**config.mk**
```make
export PLATFORM = sky130hd
export DESIGN_NAME = rr_arb_mux
export DESIGN_NICKNAME = d
export VERILOG_FILES = /design/src/rtl/rr_arb_mux.sv
export SDC_FILE = /design/constraint.sdc
export NUM_CORES = 1
export LEC_CHECK = 0
export ABC_AREA = 1
export CAP_MARGIN = 10
export CELL_PAD_IN_SITES_DETAIL_PLACEMENT = 0
export CELL_PAD_IN_SITES_GLOBAL_PLACEMENT = 2
export CORE_ASPECT_RATIO = 0.5
export CORE_UTILIZATION = 18
export DETAILED_ROUTE_END_ITERATION = 7
export GPL_TIMING_DRIVEN = 0
export PLACE_DENSITY = 0.81
export SETUP_SLACK_MARGIN = 0.15
export SYNTH_ARGS = -nofsm -noshare
export SYNTH_HDL_FRONTEND = slang
export SYNTH_SLANG_ARGS = --single-unit
```
**constraint.sdc**
```tcl
create_clock -name clk -period 5.55 [get_ports clk]
set_input_delay 1.11 -clock clk [delete_from_list [all_inputs] [get_ports clk]]
set_output_delay 1.11 -clock clk [all_outputs]
set_load 0.01 [all_outputs]
```
**src/rtl/rr_arb_mux.sv**
```systemverilog
// ============================================================================
// rr_arb_mux : N-channel arbitrating mux, valid/ready per channel, registered
//              output stage, round-robin or fixed-priority grant.
// Revision   : 1.0
// ============================================================================
`default_nettype none

module rr_arb_mux #(
  parameter int WIDTH = 32,
  parameter int N     = 10,
  parameter int RR    = 1,
  parameter int SELW  = (N > 1) ? $clog2(N) : 1
) (
  input  logic             clk,
  input  logic             reset,
  input  logic [N-1:0]     in_valid,
  input  logic [WIDTH-1:0] in_data [N-1:0],
  output logic [N-1:0]     in_ready,
  output logic             out_valid,
  output logic [WIDTH-1:0] out_data,
  output logic [SELW-1:0]  out_sel,
  input  logic             out_ready
);

  localparam logic [SELW:0]   c_N    = (SELW+1)'(N);
  localparam logic [SELW-1:0] c_LAST = SELW'(N - 1);

  logic             out_valid_q;
  logic [WIDTH-1:0] out_data_q;
  logic [SELW-1:0]  out_sel_q;

  logic [SELW-1:0]  w_start;
  logic [SELW-1:0]  w_grant;
  logic             w_found;
  logic             w_load;
  logic             w_xfer;

  // Circular search for the first requester at or above the start index.
  always_comb begin
    logic [SELW:0] idx;
    w_grant = '0;
    w_found = 1'b0;
    idx     = '0;
    for (int k = 0; k < N; k++) begin
      idx = {1'b0, w_start} + (SELW+1)'(k);
      if (idx >= c_N) idx = idx - c_N;
      if (!w_found && in_valid[idx[SELW-1:0]]) begin
        w_grant = idx[SELW-1:0];
        w_found = 1'b1;
      end
    end
  end

  assign w_load = ~out_valid_q | out_ready;
  assign w_xfer = w_load & w_found & ~reset;

  always_comb begin
    in_ready = '0;
    for (int i = 0; i < N; i++) begin
      in_ready[i] = w_xfer & (w_grant == SELW'(i));
    end
  end

  generate
    if (RR != 0) begin : g_rr
      logic [SELW-1:0] ptr_q;
      logic [SELW-1:0] ptr_d;

      always_comb begin
        ptr_d = (w_grant == c_LAST) ? '0 : w_grant + SELW'(1);
      end

      always_ff @(posedge clk) begin
        if (reset) begin
          ptr_q <= '0;
        end else if (w_xfer) begin
          ptr_q <= ptr_d;
        end
      end

      assign w_start = ptr_q;
    end else begin : g_fixed
      assign w_start = '0;
    end
  endgenerate

  // Drain and refill share one edge: load is open whenever the consumer takes the word.
  always_ff @(posedge clk) begin
    if (reset) begin
      out_valid_q <= 1'b0;
      out_data_q  <= '0;
      out_sel_q   <= '0;
    end else if (w_load) begin
      out_valid_q <= w_xfer;
      if (w_xfer) begin
        out_data_q <= in_data[w_grant];
        out_sel_q  <= w_grant;
      end
    end
  end

  assign out_valid = out_valid_q;
  assign out_data  = out_data_q;
  assign out_sel   = out_sel_q;

endmodule

`default_nettype wire

```
### Supply network, run 1

Bar = 100 µm. Pins as bars on the die edge. Tap cells in grey.
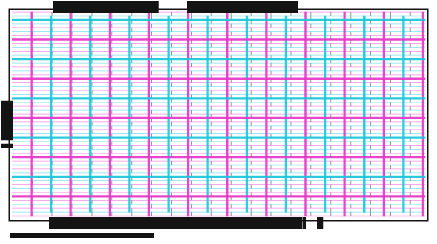
| net | colour |
|---|---|
| VSS | magenta |
| VDD | cyan |
rows: 52
tap cells: 540
met1 rails: 53
Std-Cell Core Area: 0.04053 mm²
horizontal die size: 289.2 µm

### Placed cells, one colour a class, run 1

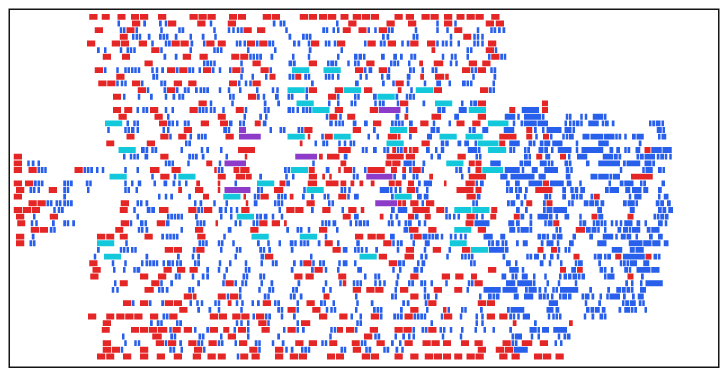
| class | colour | cells | share of their area |
|---|---|---|---|
| flops | cyan | 41 | 6.7% |
| combinational and other logic | blue | 1435 | 53% |
| clock drivers and dummy loads | purple | 8 | 1.6% |
| other buffers and delay cells | red | 501 | 38% |
post-route cell area: 0.01314 mm²
sequential share of cell area: 0.06340
fraction of the core area covered by cells at the end of the flow: 0.3242

### Clock wires, drivers and flops, run 1

Bar = 100 µm.
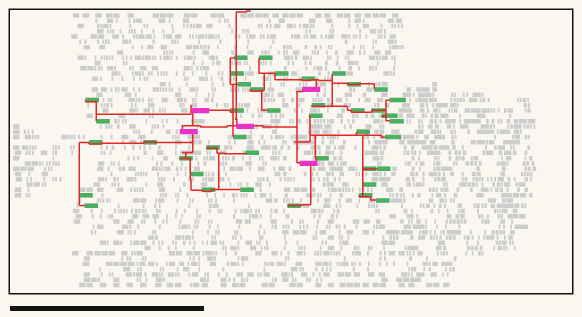
[clock drivers] magenta | count: 5
[flip-flops] green | count: 41
[clock wires] red | length: 874 µm
routed clock nets: 6
clock tree skew after final layout: 0.009082 ns
clock latency at the later pin of the worst-skew pair: 0.30 ns

==> run notes, run 1 <==
Results of the implementation run.

The total standard cell area after synthesis came out at 0.007422 mm². The overall via count from detail_route came out at 10700. In the post-synthesis netlist, the biggest area contributors are nand2_1 (46%), dfxtp_1 (11%), nand3_1 (7.8%).

The final worst-path cycle share is 0.9447. The H-tree was split into 2 levels. The HPWL reported at the end of detailed placement is 37.31 mm.

The layout summary lists the proportion of cells stronger than drive strength 1 as 0.1264. The worst-case max-slew headroom was logged as 0.5530. Warnings raised by the tools during the run amount to 43. The number of top-level pins came out at roughly 380. Synthesis produced about 1600 cells.

The proportion of synthesized flip-flops having asynchronous set or reset is 0. The total of hold buffers inserted after clock tree synthesis is 0. The count of endpoints failing hold in the final timing report is 0. The timing report gives the clock slew at the launch and capture registers of the worst setup and hold paths as 0.07 ns.

The die outline area is around 0.042 mm². Walking the worst path, the cells encountered are buf_12, inv_6, ha_4, clkbuf_16, clkinvlp_4, ha_4, nand2_2, a21boi_2, xor2_2, inv_1, nor2_1, o31ai_1, o21ai_1, nand3_4, inv_4, nand2_2, nand3_4, buf_12, buf_6, nand3_2, nor2_2, clkdlybuf4s15_2. The kind of critical path is reg2out. The combinational gate area is 0.006063 mm². In this design, the stage delay of the slowest critical-path cell is around 0.37 ns. The run finished, with violations left. STA classifies the critical path endpoint as a primary output.

The sequential cell area is 833.3 µm². The sort of element at the start of the critical path is a flop. The detailed-route wire length came out at between 40 and 50 mm. The clock period minus worst slack is 5.243 ns. nand2_1 takes more of the synthesized area than any other cell. The synthesized area per cell came out at about 4.8 µm². The setup TNS after final layout is 0 ns. The TritonCTS sink count is approximately 41. The worst slack after detailed placement came out at -2.008 ns.

CTS placed an instance of clkbuf_16 at the clock tree root. The per-cell via count in the routed design is ~4.2. The final worst-path setup slack came out at 0.3068 ns. The layout overhead on the synthesized area came out at 77.07%. The detailed-router iteration count before antenna repair is 8. The final reports fail on design-rule violations. The DRC violations left came out at 3. The violation count after the first detailed-routing iteration is between 500 and 600.

The number of port buffers came out at 379. The final non-filler cell total is between 2000 and 3000. The clock tree from TritonCTS is done.

The transition time at the pin with the least slew margin came out at 0.6704 ns. The commonest cells after synthesis are nand2_1 (905), inv_1 (134), nand3_1 (116).
## run 1: logic make-up (layout without fill, tap and decap cells)
group / Yosys count / after routing / synth area share
xor+xnor: 12 / 12 / 0.01416
buf+inv: 220 / 654 / 0.1374
fa+ha+maj: 22 / 22 / 0.03810
mux: 1 / 1 / 0.001349
other cells: 0 / 8 / 0
flops: 41 / 41 / 0.1106
compound gates: 75 / 75 / 0.05917
simple gates: 1180 / 1180 / 0.6392
## run 1: cell type report
class	count	area share
inverter	145	0.04370
buffer	75	0.04903
clock buffer	5	0.009520
antenna	8	0.001523
timing repair buffer	426	0.3148
multi-input combinational	1290	0.4613
tap	540	0.05141
clock inverter	3	0.005236
sequential	41	0.06340
## run 1: sequential cells by signal, summed over array words and instances (netlist names)
signal,flops
out_valid,1
g_rr.ptr_q,4
out_sel,4
out_data,32
## run 1: path summary, 6_finish.rpt
kind / cells past startpoint / end / from / slack (ns)
setup / recovery: 22 / in_ready[7] / g_rr.ptr_q[0] / 0.31
hold / removal: 2 / out_sel[1] / out_sel[1] / 0.48
setup reg to reg: 26 / out_data[29] / g_rr.ptr_q[0] / 1.20
hold reg to reg: 2 / out_sel[1] / out_sel[1] / 0.48
## run 1: cells in the final DEF, fill, tap and decap left out, drive strengths merged, types with 21 or more instances in the layout
master         instances
nand2                917
clkdlybuf4s50        368
nand4                 23
ha                    21
dfxtp                 41
clkbuf                24
inv                  145
o21ai                 44
nor2                 109
nand3                119
buf                  110
## run 1: worst register-to-register path, cell delays in order (launching register included)
cell,delay [ns]
dfxtp_4,0.36
buf_12,0.13
inv_6,0.10
ha_4,0.23
clkbuf_16,0.17
clkinvlp_4,0.10
ha_4,0.15
nand2_2,0.08
a21boi_2,0.27
xor2_2,0.27
inv_1,0.16
nor2_1,0.12
o31ai_1,0.08
o21ai_1,0.37
nand3_4,0.16
inv_4,0.10
nand2_2,0.07
nand3_4,0.14
buf_12,0.13
buf_4,0.12
buf_1,0.38
nand2_1,0.11
nand2_1,0.13
nand2_1,0.14
nand3_1,0.14
nand2_1,0.05
inv_1,0.04
## run 1: through the flow
stage	instance area, µm²
floorplan	7422
global placement	11890
detailed placement	11890
CTS	12640
global route	13140
finish	13140
## run 1: repair_timing
action	CTS	global route
hold endpoints to repair	0	0
buffers inserted	25	22
gates resized	131	98
pin swaps	20	27
setup endpoints to repair	48	10
## run 1: metal layers
layer / up-vias / share of wire / wire length (µm) / GRT usage
met5: - / 0 / 0 / 0
met1: 4874 / 0.44 / 19680 / 0.2630
li1: 5616 / - / - / -
met2: 173 / 0.52 / 23320 / 0.3852
met4: 0 / 0.020 / 885 / 0.04684
met3: 41 / 0.026 / 1192 / 0.01285
### Signal wires by layer, run 1

Bar = 100 µm. Two of the layers only.
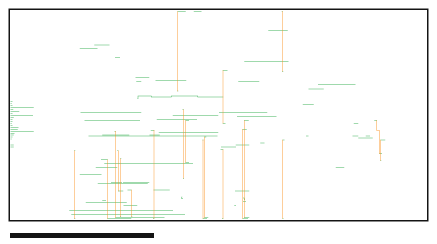

## Run 2: what changed since run 1
- CORE_UTILIZATION: 18 -> 29
- CTS_CLUSTER_DIAMETER: unset -> 40
- DONT_BUFFER_PORTS: unset -> 1
### Signal wires by layer, run 2

Bar = 50 µm. Two of the layers only.
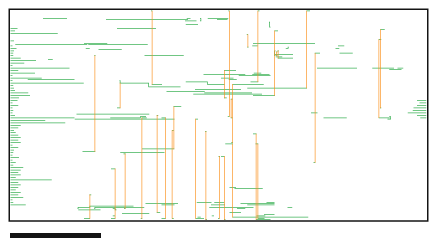
| layer | colour | wire length |
|---|---|---|
| metal 3 | green | 1700 µm |
| metal 4 | orange | 1100 µm |
wire length per cell: 18.51 µm
overall routing resource usage: 0.2588
vias after detailed routing: 9547

==> run 2 against run 1 <==
Count of clock-buffer cells in the layout unchanged; setup slack improved by 0.061 ns; cell count fell by 24%; critical endpoint is now in_ready[5]; wire length shrank 21%; maximum frequency rose by 1.2%; global-route usage increased by 5.0 points; the run now ends clean; die area is 38% lower; first-iteration DRC count is 27% higher.
==> run notes, run 2 <==
Results of the implementation run.

The most common logic cell in the final layout is nand2_1. The net count entering floorplan is 1906. According to the I/O placement log, the pin count is 380.

The longest incremental delay of any stage on the critical path is reported as about 0.35 ns. The count of endpoints failing hold in the final timing report came out at 0. For this run, the final setup violation count is recorded as 0. The effective utilization at floorplan came out at 0.3020. The largest non-sequential cell family by area is simple AND/OR/NAND/NOR gates.

Per the OpenROAD floorplan log, the width of the die is 228.2 µm. The total of hold buffers inserted after clock tree synthesis came out at 0. Per the timing report, the achievable frequency comes out to 0.1930 GHz.

The routed design has 35.60 mm of wire. The portion of synthesized area spent on multiplexers is 0.001349. The DRC violation total left in the routed layout is recorded as 0.

The worst setup path is of the reg2out kind. The worst setup path is captured at a primary output. The flop-to-flop setup slack came out at 1.26 ns. After the last flow step, the layout net total stands at 1943. Per the post-synthesis report, the number of cells in the design is 1551. The proportion of synthesized flip-flops having asynchronous set or reset is 0.

The synthesis area per yosys is 0.007422 mm². The number of register bits inferred by synthesis is 41. The violation count after the first detailed-routing iteration came out at ~710.

The antenna cell count is 0. The number of flops mapped to enable cells by yosys is 0. The run finished with clean final reports. The number of rows in the core area is 40. The number of nets with antenna violations after routing is 0. The synthesis log from Yosys contains 0 warnings. The most common logic cells in the final layout are nand2_1 (891), inv_1 (129), nand3_1 (107). The transition time at the pin with the least slew margin is 0.6207 ns. The number of port buffers came out at 0. After synthesis, the cell types taking the most area are nand2_1 (46%), dfxtp_1 (11%), nand3_1 (7.8%). For this run the detailed placement stage logged an HPWL of ~30 mm. The synthesized area per cell is 4.785 µm². The TritonCTS sink count came out at 41. According to the report, the first pass of detailed routing completed in 5 iterations. In the final layout, the share of cells above drive strength 1 is 0.1241. The worst setup skew after layout is between 0.007 and 0.008 ns. Counting instances in the post-synthesis netlist gives the leading cell types as nand2_1 (905), inv_1 (134), nand3_1 (116). The post-synthesis compound-gate area fraction came out at 0.05917. Per the synthesis report, the adder-cell share of the synthesized area is 0.03810. The setup TNS after final layout came out at 0 ns. The global placement routability congestion is 0.9486. The clock period minus worst slack came out at 5.182 ns.

The most used flip-flop cell after synthesis is dfxtp_1. The number of fillers in the final layout came out at 2860. The slew check shows that the tightest pin keeps a relative margin of 0.5818.

The clock-pin transition on the worst setup and hold timing paths came out at 0.06 ns. The number of global-route vias before repair was 9152. Setup repair after global routing could not meet its margin everywhere. Per the synthesis report, the number of distinct cell types is 45. In this run the number of H-tree levels came out at 2. For this run, the register share of the synthesized area comes to 0.1106.

Per the synthesis report, the simple-gate share of the synthesized area is 0.6392. The clock latency on the worst-skew pair came out at ~0.29 ns. The cell area that synthesis handed to floorplanning was 0.007422 mm².

The cell type with the largest total area after synthesis is nand2_1. The total clock buffers created by CTS is 5. CTS placed an instance of clkbuf_16 at the clock tree root. The flip-flop count of the largest register after layout is 32.

The die outline area came out at 0.02628 mm². The per-cell via count in the routed design is 4.965. The synthesized-area fraction occupied by xor and xnor cells is 0.01416. Summing over the stages, the warning tally comes to 42. STA reports the tightest min-delay check as being of type reg2reg.

The total area inside the core boundary comes to 0.02457 mm². The final worst-path cycle share came out at 0.9337. The clock tree from TritonCTS is done. The final non-filler cell total is between 1500 and 2000. Across the run, the number of max-cap violations was 0.

The layout overhead on the synthesized area is 17.50%. The worst setup path is launched from a flop.
-- run 2: cell counts after synthesis --
No cell type changed its count.
-- run 2: timing repair --
action                     4_1_cts  5_1_grt
setup endpoints to repair       49       10
buffers inserted                 8       22
pin swaps                       12       23
gates resized                   56       88
-- run 2: layer usage --
layer | routed length (µm) | vias to the layer above | share of wire | track usage
met1 | 15800 | 4376 | 0.44 | 0.3374
met4 | 1099 | 0 | 0.031 | 0.08770
met3 | 1697 | 63 | 0.048 | 0.02728
met2 | 17000 | 298 | 0.48 | 0.4494
met5 | 0 | - | 0 | 0
li1 | - | 4810 | - | -
-- run 2: logic make-up after synthesis --
logic type | after synthesis
adder cells (fa/ha/maj) | 22
flip-flops | 41
buffers and inverters | 220
AND-OR/OR-AND | 75
multiplexers | 1
XOR/XNOR | 12
AND/OR/NAND/NOR | 1180
-- run 2: metrics by stage --
step | worst slack (ns) | cell area (µm²) | utilization
2_1_floorplan | 0.2709 | 7422 | -
3_3_place_gp | -1.451 | 7843 | 0.3191
3_5_place_dp | -1.466 | 7843 | 0.3191
4_1_cts | 0.1544 | 8233 | 0.3350
5_1_grt | 0.08142 | 8721 | 0.3549
6_report | 0.3681 | 8721 | 0.3549
-- run 2: worst max-delay path: cells and delay by family (launching register included) --
family / cells / cell delay (ns)
and+or+nand+nor: 18 / 2.09
buffers and inverters: 7 / 0.82
adders and majority gates: 2 / 0.42
DFF: 1 / 0.35
AOI/OAI and AO/OA: 1 / 0.07
-- run 2: final cells by class --
type	instances	area, µm²	area share
sequential	41	833.3	0.09555
tap	336	420.4	0.04821
buffer	75	565.5	0.06485
inverter	145	570.5	0.06542
clock buffer	5	125.1	0.01435
timing repair buffer	30	241.5	0.02769
multi-input combinational	1290	5959	0.6834
clock inverter	1	5.005	0.0005739
-- run 2: path summary, 6_finish.rpt --
| check | start | end | depth (start not counted) |
|---|---|---|---|
| hold reg to reg | out_sel[1] | out_sel[1] | 2 |
| setup / recovery | g_rr.ptr_q[1] | in_ready[5] | 28 |
| setup reg to reg | g_rr.ptr_q[1] | out_data[20] | 30 |
| hold / removal | out_sel[1] | out_sel[1] | 2 |
